==> src/rtl/airi5c_hasti_arbiter2_pkg.sv <==
// Shared hasti encodings and the data-phase owner type for the two-master arbiter.
package airi5c_hasti_arbiter2_pkg;

    localparam logic [1:0] HTRANS_IDLE   = 2'b00;
    localparam logic [1:0] HTRANS_NONSEQ = 2'b10;
    localparam logic [1:0] HTRANS_SEQ    = 2'b11;

    localparam logic HRESP_OKAY = 1'b0;

    typedef enum logic [1:0] {
        OWN_NONE = 2'b00,
        OWN_M0   = 2'b01,
        OWN_M1   = 2'b10
    } owner_e;

    // BUSY and IDLE never start a transfer; SEQ is treated like NONSEQ.
    function automatic logic is_request(input logic [1:0] htrans);
        return (htrans == HTRANS_NONSEQ) || (htrans == HTRANS_SEQ);
    endfunction

endpackage

==> src/rtl/airi5c_hasti_arb_slot.sv <==
// Per-master request detection and one-deep pending address-phase buffer.
module airi5c_hasti_arb_slot
    import airi5c_hasti_arbiter2_pkg::*;
#(
    parameter int ADDR_W = 32
) (
    input  logic              clk_i,
    input  logic              rst_ni,
    input  logic [ADDR_W-1:0] haddr,
    input  logic              hwrite,
    input  logic [2:0]        hsize,
    input  logic [1:0]        htrans,
    input  logic              hready,
    input  logic              grant,
    output logic              cand,
    output logic [ADDR_W-1:0] addr,
    output logic              write,
    output logic [2:0]        size,
    output logic              px
);

    logic              req;
    logic              px_d, px_q;
    logic [ADDR_W-1:0] addr_d, addr_q;
    logic              write_d, write_q;
    logic [2:0]        size_d, size_q;

    assign req   = is_request(htrans) & hready;
    assign cand  = px_q | req;
    assign addr  = px_q ? addr_q  : haddr;
    assign write = px_q ? write_q : hwrite;
    assign size  = px_q ? size_q  : hsize;
    assign px    = px_q;

    // A live request can only appear while nothing is pending, since hready is low then.
    always_comb begin
        px_d    = px_q;
        addr_d  = addr_q;
        write_d = write_q;
        size_d  = size_q;
        if (px_q) begin
            if (grant) begin
                px_d = 1'b0;
            end
        end else if (req && !grant) begin
            px_d    = 1'b1;
            addr_d  = haddr;
            write_d = hwrite;
            size_d  = hsize;
        end
    end

    always_ff @(posedge clk_i or negedge rst_ni) begin
        if (!rst_ni) begin
            px_q    <= 1'b0;
            addr_q  <= '0;
            write_q <= 1'b0;
            size_q  <= '0;
        end else begin
            px_q    <= px_d;
            addr_q  <= addr_d;
            write_q <= write_d;
            size_q  <= size_d;
        end
    end

endmodule

==> src/rtl/airi5c_hasti_arbiter2.sv <==
// Two-master AHB-Lite arbiter sharing one slave port; address phases that cannot
// be forwarded at once are buffered and the master is stalled through its hready.
module airi5c_hasti_arbiter2
    import airi5c_hasti_arbiter2_pkg::*;
#(
    parameter int ADDR_W = 32,
    parameter int DATA_W = 32
) (
    input  logic              clk_i,
    input  logic              rst_ni,
    input  logic [ADDR_W-1:0] m0_haddr,
    input  logic              m0_hwrite,
    input  logic [2:0]        m0_hsize,
    input  logic [1:0]        m0_htrans,
    input  logic [DATA_W-1:0] m0_hwdata,
    output logic [DATA_W-1:0] m0_hrdata,
    output logic              m0_hready,
    output logic              m0_hresp,
    input  logic [ADDR_W-1:0] m1_haddr,
    input  logic              m1_hwrite,
    input  logic [2:0]        m1_hsize,
    input  logic [1:0]        m1_htrans,
    input  logic [DATA_W-1:0] m1_hwdata,
    output logic [DATA_W-1:0] m1_hrdata,
    output logic              m1_hready,
    output logic              m1_hresp,
    output logic [ADDR_W-1:0] s_haddr,
    output logic              s_hwrite,
    output logic [2:0]        s_hsize,
    output logic [1:0]        s_htrans,
    output logic [DATA_W-1:0] s_hwdata,
    input  logic [DATA_W-1:0] s_hrdata,
    input  logic              s_hready,
    input  logic              s_hresp
);

    logic              arb_en;
    logic              cand0, cand1;
    logic              px0, px1;
    logic              grant0, grant1;
    logic [ADDR_W-1:0] addr0, addr1;
    logic              write0, write1;
    logic [2:0]        size0, size1;
    owner_e            winner;
    owner_e            dp_owner_d, dp_owner_q;
    owner_e            last_grant_d, last_grant_q;

    // Gating with rst_ni keeps the slave bus idle while reset is held.
    assign arb_en = s_hready & rst_ni;

    airi5c_hasti_arb_slot #(.ADDR_W(ADDR_W)) u_slot0 (
        .clk_i  (clk_i),
        .rst_ni (rst_ni),
        .haddr  (m0_haddr),
        .hwrite (m0_hwrite),
        .hsize  (m0_hsize),
        .htrans (m0_htrans),
        .hready (m0_hready),
        .grant  (grant0),
        .cand   (cand0),
        .addr   (addr0),
        .write  (write0),
        .size   (size0),
        .px     (px0)
    );

    airi5c_hasti_arb_slot #(.ADDR_W(ADDR_W)) u_slot1 (
        .clk_i  (clk_i),
        .rst_ni (rst_ni),
        .haddr  (m1_haddr),
        .hwrite (m1_hwrite),
        .hsize  (m1_hsize),
        .htrans (m1_htrans),
        .hready (m1_hready),
        .grant  (grant1),
        .cand   (cand1),
        .addr   (addr1),
        .write  (write1),
        .size   (size1),
        .px     (px1)
    );

    always_comb begin
        grant0 = 1'b0;
        grant1 = 1'b0;
        if (arb_en) begin
            if (cand0 && cand1) begin
                grant0 = (last_grant_q != OWN_M0);
                grant1 = (last_grant_q == OWN_M0);
            end else begin
                grant0 = cand0;
                grant1 = cand1;
            end
        end
    end

    always_comb begin
        winner = OWN_NONE;
        if (grant0) begin
            winner = OWN_M0;
        end else if (grant1) begin
            winner = OWN_M1;
        end
        dp_owner_d   = s_hready ? winner : dp_owner_q;
        last_grant_d = (winner == OWN_NONE) ? last_grant_q : winner;
    end

    always_ff @(posedge clk_i or negedge rst_ni) begin
        if (!rst_ni) begin
            dp_owner_q   <= OWN_NONE;
            last_grant_q <= OWN_M1;
        end else begin
            dp_owner_q   <= dp_owner_d;
            last_grant_q <= last_grant_d;
        end
    end

    always_comb begin
        s_htrans = HTRANS_IDLE;
        s_haddr  = '0;
        s_hwrite = 1'b0;
        s_hsize  = '0;
        if (grant0) begin
            s_htrans = HTRANS_NONSEQ;
            s_haddr  = addr0;
            s_hwrite = write0;
            s_hsize  = size0;
        end else if (grant1) begin
            s_htrans = HTRANS_NONSEQ;
            s_haddr  = addr1;
            s_hwrite = write1;
            s_hsize  = size1;
        end
    end

    // Master hwdata is held stable during stalls, so a delayed data phase still sees valid data.
    assign s_hwdata  = (dp_owner_q == OWN_M0) ? m0_hwdata :
                       (dp_owner_q == OWN_M1) ? m1_hwdata : '0;

    assign m0_hready = (dp_owner_q == OWN_M0) ? s_hready : ~px0;
    assign m1_hready = (dp_owner_q == OWN_M1) ? s_hready : ~px1;
    assign m0_hresp  = (dp_owner_q == OWN_M0) ? s_hresp : HRESP_OKAY;
    assign m1_hresp  = (dp_owner_q == OWN_M1) ? s_hresp : HRESP_OKAY;
    assign m0_hrdata = s_hrdata;
    assign m1_hrdata = s_hrdata;

endmodule

==> config.mk <==
export PLATFORM = sky130hd
export DESIGN_NAME = airi5c_hasti_arbiter2
export DESIGN_NICKNAME = d
export VERILOG_FILES = /design/src/rtl/airi5c_hasti_arbiter2_pkg.sv /design/src/rtl/airi5c_hasti_arb_slot.sv /design/src/rtl/airi5c_hasti_arbiter2.sv
export SDC_FILE = /design/constraint.sdc
export NUM_CORES = 1
export LEC_CHECK = 0
export CAP_MARGIN = 25
export CELL_PAD_IN_SITES_DETAIL_PLACEMENT = 0
export CELL_PAD_IN_SITES_GLOBAL_PLACEMENT = 1
export CORE_MARGIN = 5
export CORE_UTILIZATION = 27
export DETAILED_ROUTE_END_ITERATION = 6
export PLACE_DENSITY_LB_ADDON = 0.3
export SETUP_SLACK_MARGIN = 0.1
export SYNTH_ARGS = -nofsm -noshare
export SYNTH_HDL_FRONTEND = slang
export SYNTH_SLANG_ARGS = --single-unit
==> constraint.sdc <==
create_clock -name clk_i -period 2.7 [get_ports clk_i]
set_clock_uncertainty 0.1 [all_clocks]
set_input_delay 0.54 -clock clk_i [delete_from_list [all_inputs] [get_ports clk_i]]
set_output_delay 0.54 -clock clk_i [all_outputs]
set_load 0.02 [all_outputs]
Figure 1. Routed clock nets over the placement.
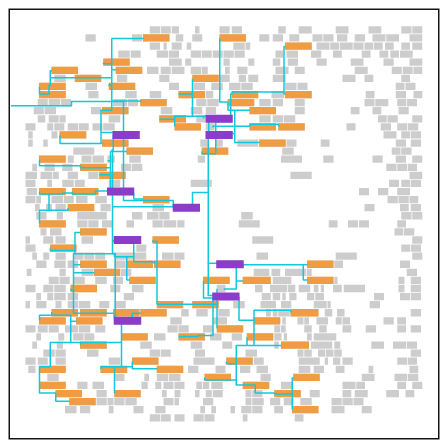
clock wires -> cyan  # length 1180 um
cells driving clock nets -> purple  # count 9
flip-flops -> orange  # count 78
routed clock nets = 10

Figure 2. Signal wires on met1.
Supply wires on this layer in gray.
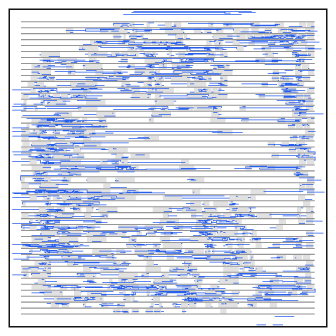
share of all routed wire = 38%
main direction = horizontal
longest straight run = 56.1 um
final WL: 18.1 mm
total number of vias: 3989

Figure 3. Cells by drive strength.
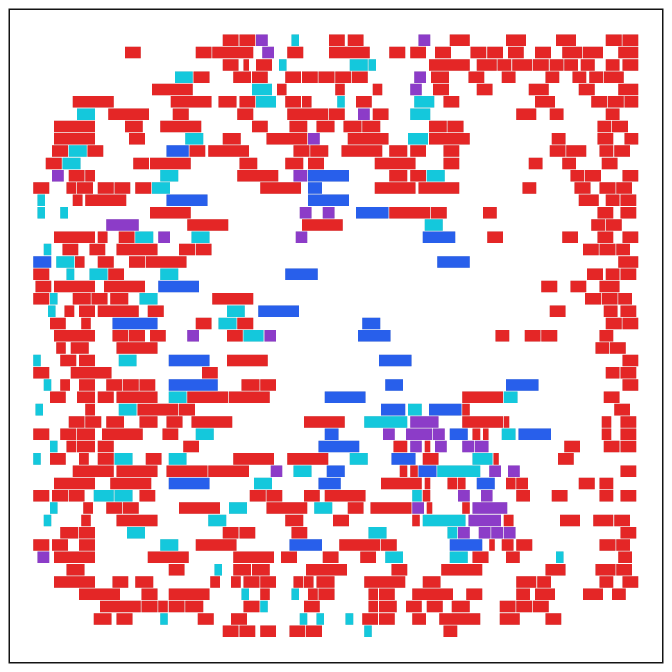
drive 6 and up -> blue  # cells 35, most used buf_12
drive 1 or less -> red  # cells 443, most used clkdlybuf4s50_1
drive 3 to 4 -> purple  # cells 37, most used buf_4
drive 2 -> cyan  # cells 80, most used mux2_2
worst setup margin: 0.105 ns
Non-clk bufs: 254

-- how the worst max path moves through the flow --
stage | endpoint | slack, ns | cells after the start | from
6_report | s_hsize[1] | 0.11 | 7 | u_slot1.px$_DFF_PN0_
5_1_grt | s_hsize[1] | 0.04 | 7 | u_slot1.px$_DFF_PN0_
4_1_cts | s_haddr[30] | 0.03 | 7 | u_slot1.px$_DFF_PN0_
3_5_place_dp | s_haddr[10] | -0.59 | 6 | m1_htrans[1]
3_3_place_gp | s_haddr[11] | -0.51 | 6 | m1_htrans[1]
2_1_floorplan | s_haddr[10] | 0.24 | 5 | m1_htrans[1]
-- cell families after synthesis --
logic type      after synthesis  synth area share (%)
other cells                   1                0.0773
compound gates               83                  12.4
simple gates                 15                  2.17
buf+inv                     100                  13.5
mux                         144                  31.6
flops                        78                  40.3
-- sequential cells by signal, indices dropped and copies added (netlist names) --
name             cells
u_slot0.size_q       3
u_slot1.px           1
u_slot1.write_q      1
u_slot0.write_q      1
u_slot0.px           1
dp_owner_q           2
u_slot1.size_q       3
last_grant_q         2
u_slot0.addr_q      32
u_slot1.addr_q      32
-- routing by layer --
| layer | track usage [%] | share of wire (%) | wire [um] |
|---|---|---|---|
| met5 | 0 | 0 | 0 |
| met4 | 5.35 | 2.1 | 389 |
| met3 | 4.93 | 9.7 | 1750 |
| met2 | 29.4 | 50 | 9030 |
| met1 | 19.5 | 38 | 6930 |
-- power breakdown --
| part | leakage (nW) | switching (mW) | internal, mW |
|---|---|---|---|
| clock | 0.153 | 0.511 | 0.776 |
| sequential | 0.921 | 0.266 | 1.71 |
| combinational | 2.71 | 1.14 | 1.30 |
| total | 3.78 | 1.92 | 3.79 |
==> run notes <==
fresh numbers from the pnr run: run status completed, Final Non-Filler Cells 824, CTS tree built, synth cell count leaders dfrtp_1 (77), mux2i_1 (72), buf_4 (65), Worst-Margin Slew 0.665 ns, Layout area overhead 53.4%, Hold WC Path Type primary input to async pin, Period minus WS final 2.59 ns, top cell category buffers, Critical Path AT 1.95 ns, GR Overflow Total 0, R2R Path End u_slot0.addr_q[18]$_DFFE_PN0P_, Sink Count 78, chip width 144 um, Final Hold Vio Count 0, main flop type dfrtp_1, boundary pin count 314, Clk pin slew, worst setup/hold paths 0.07 ns, Registers, synthesis 78, Critical Path Sink Type primary output
Power and IR drop assume default switching activity.
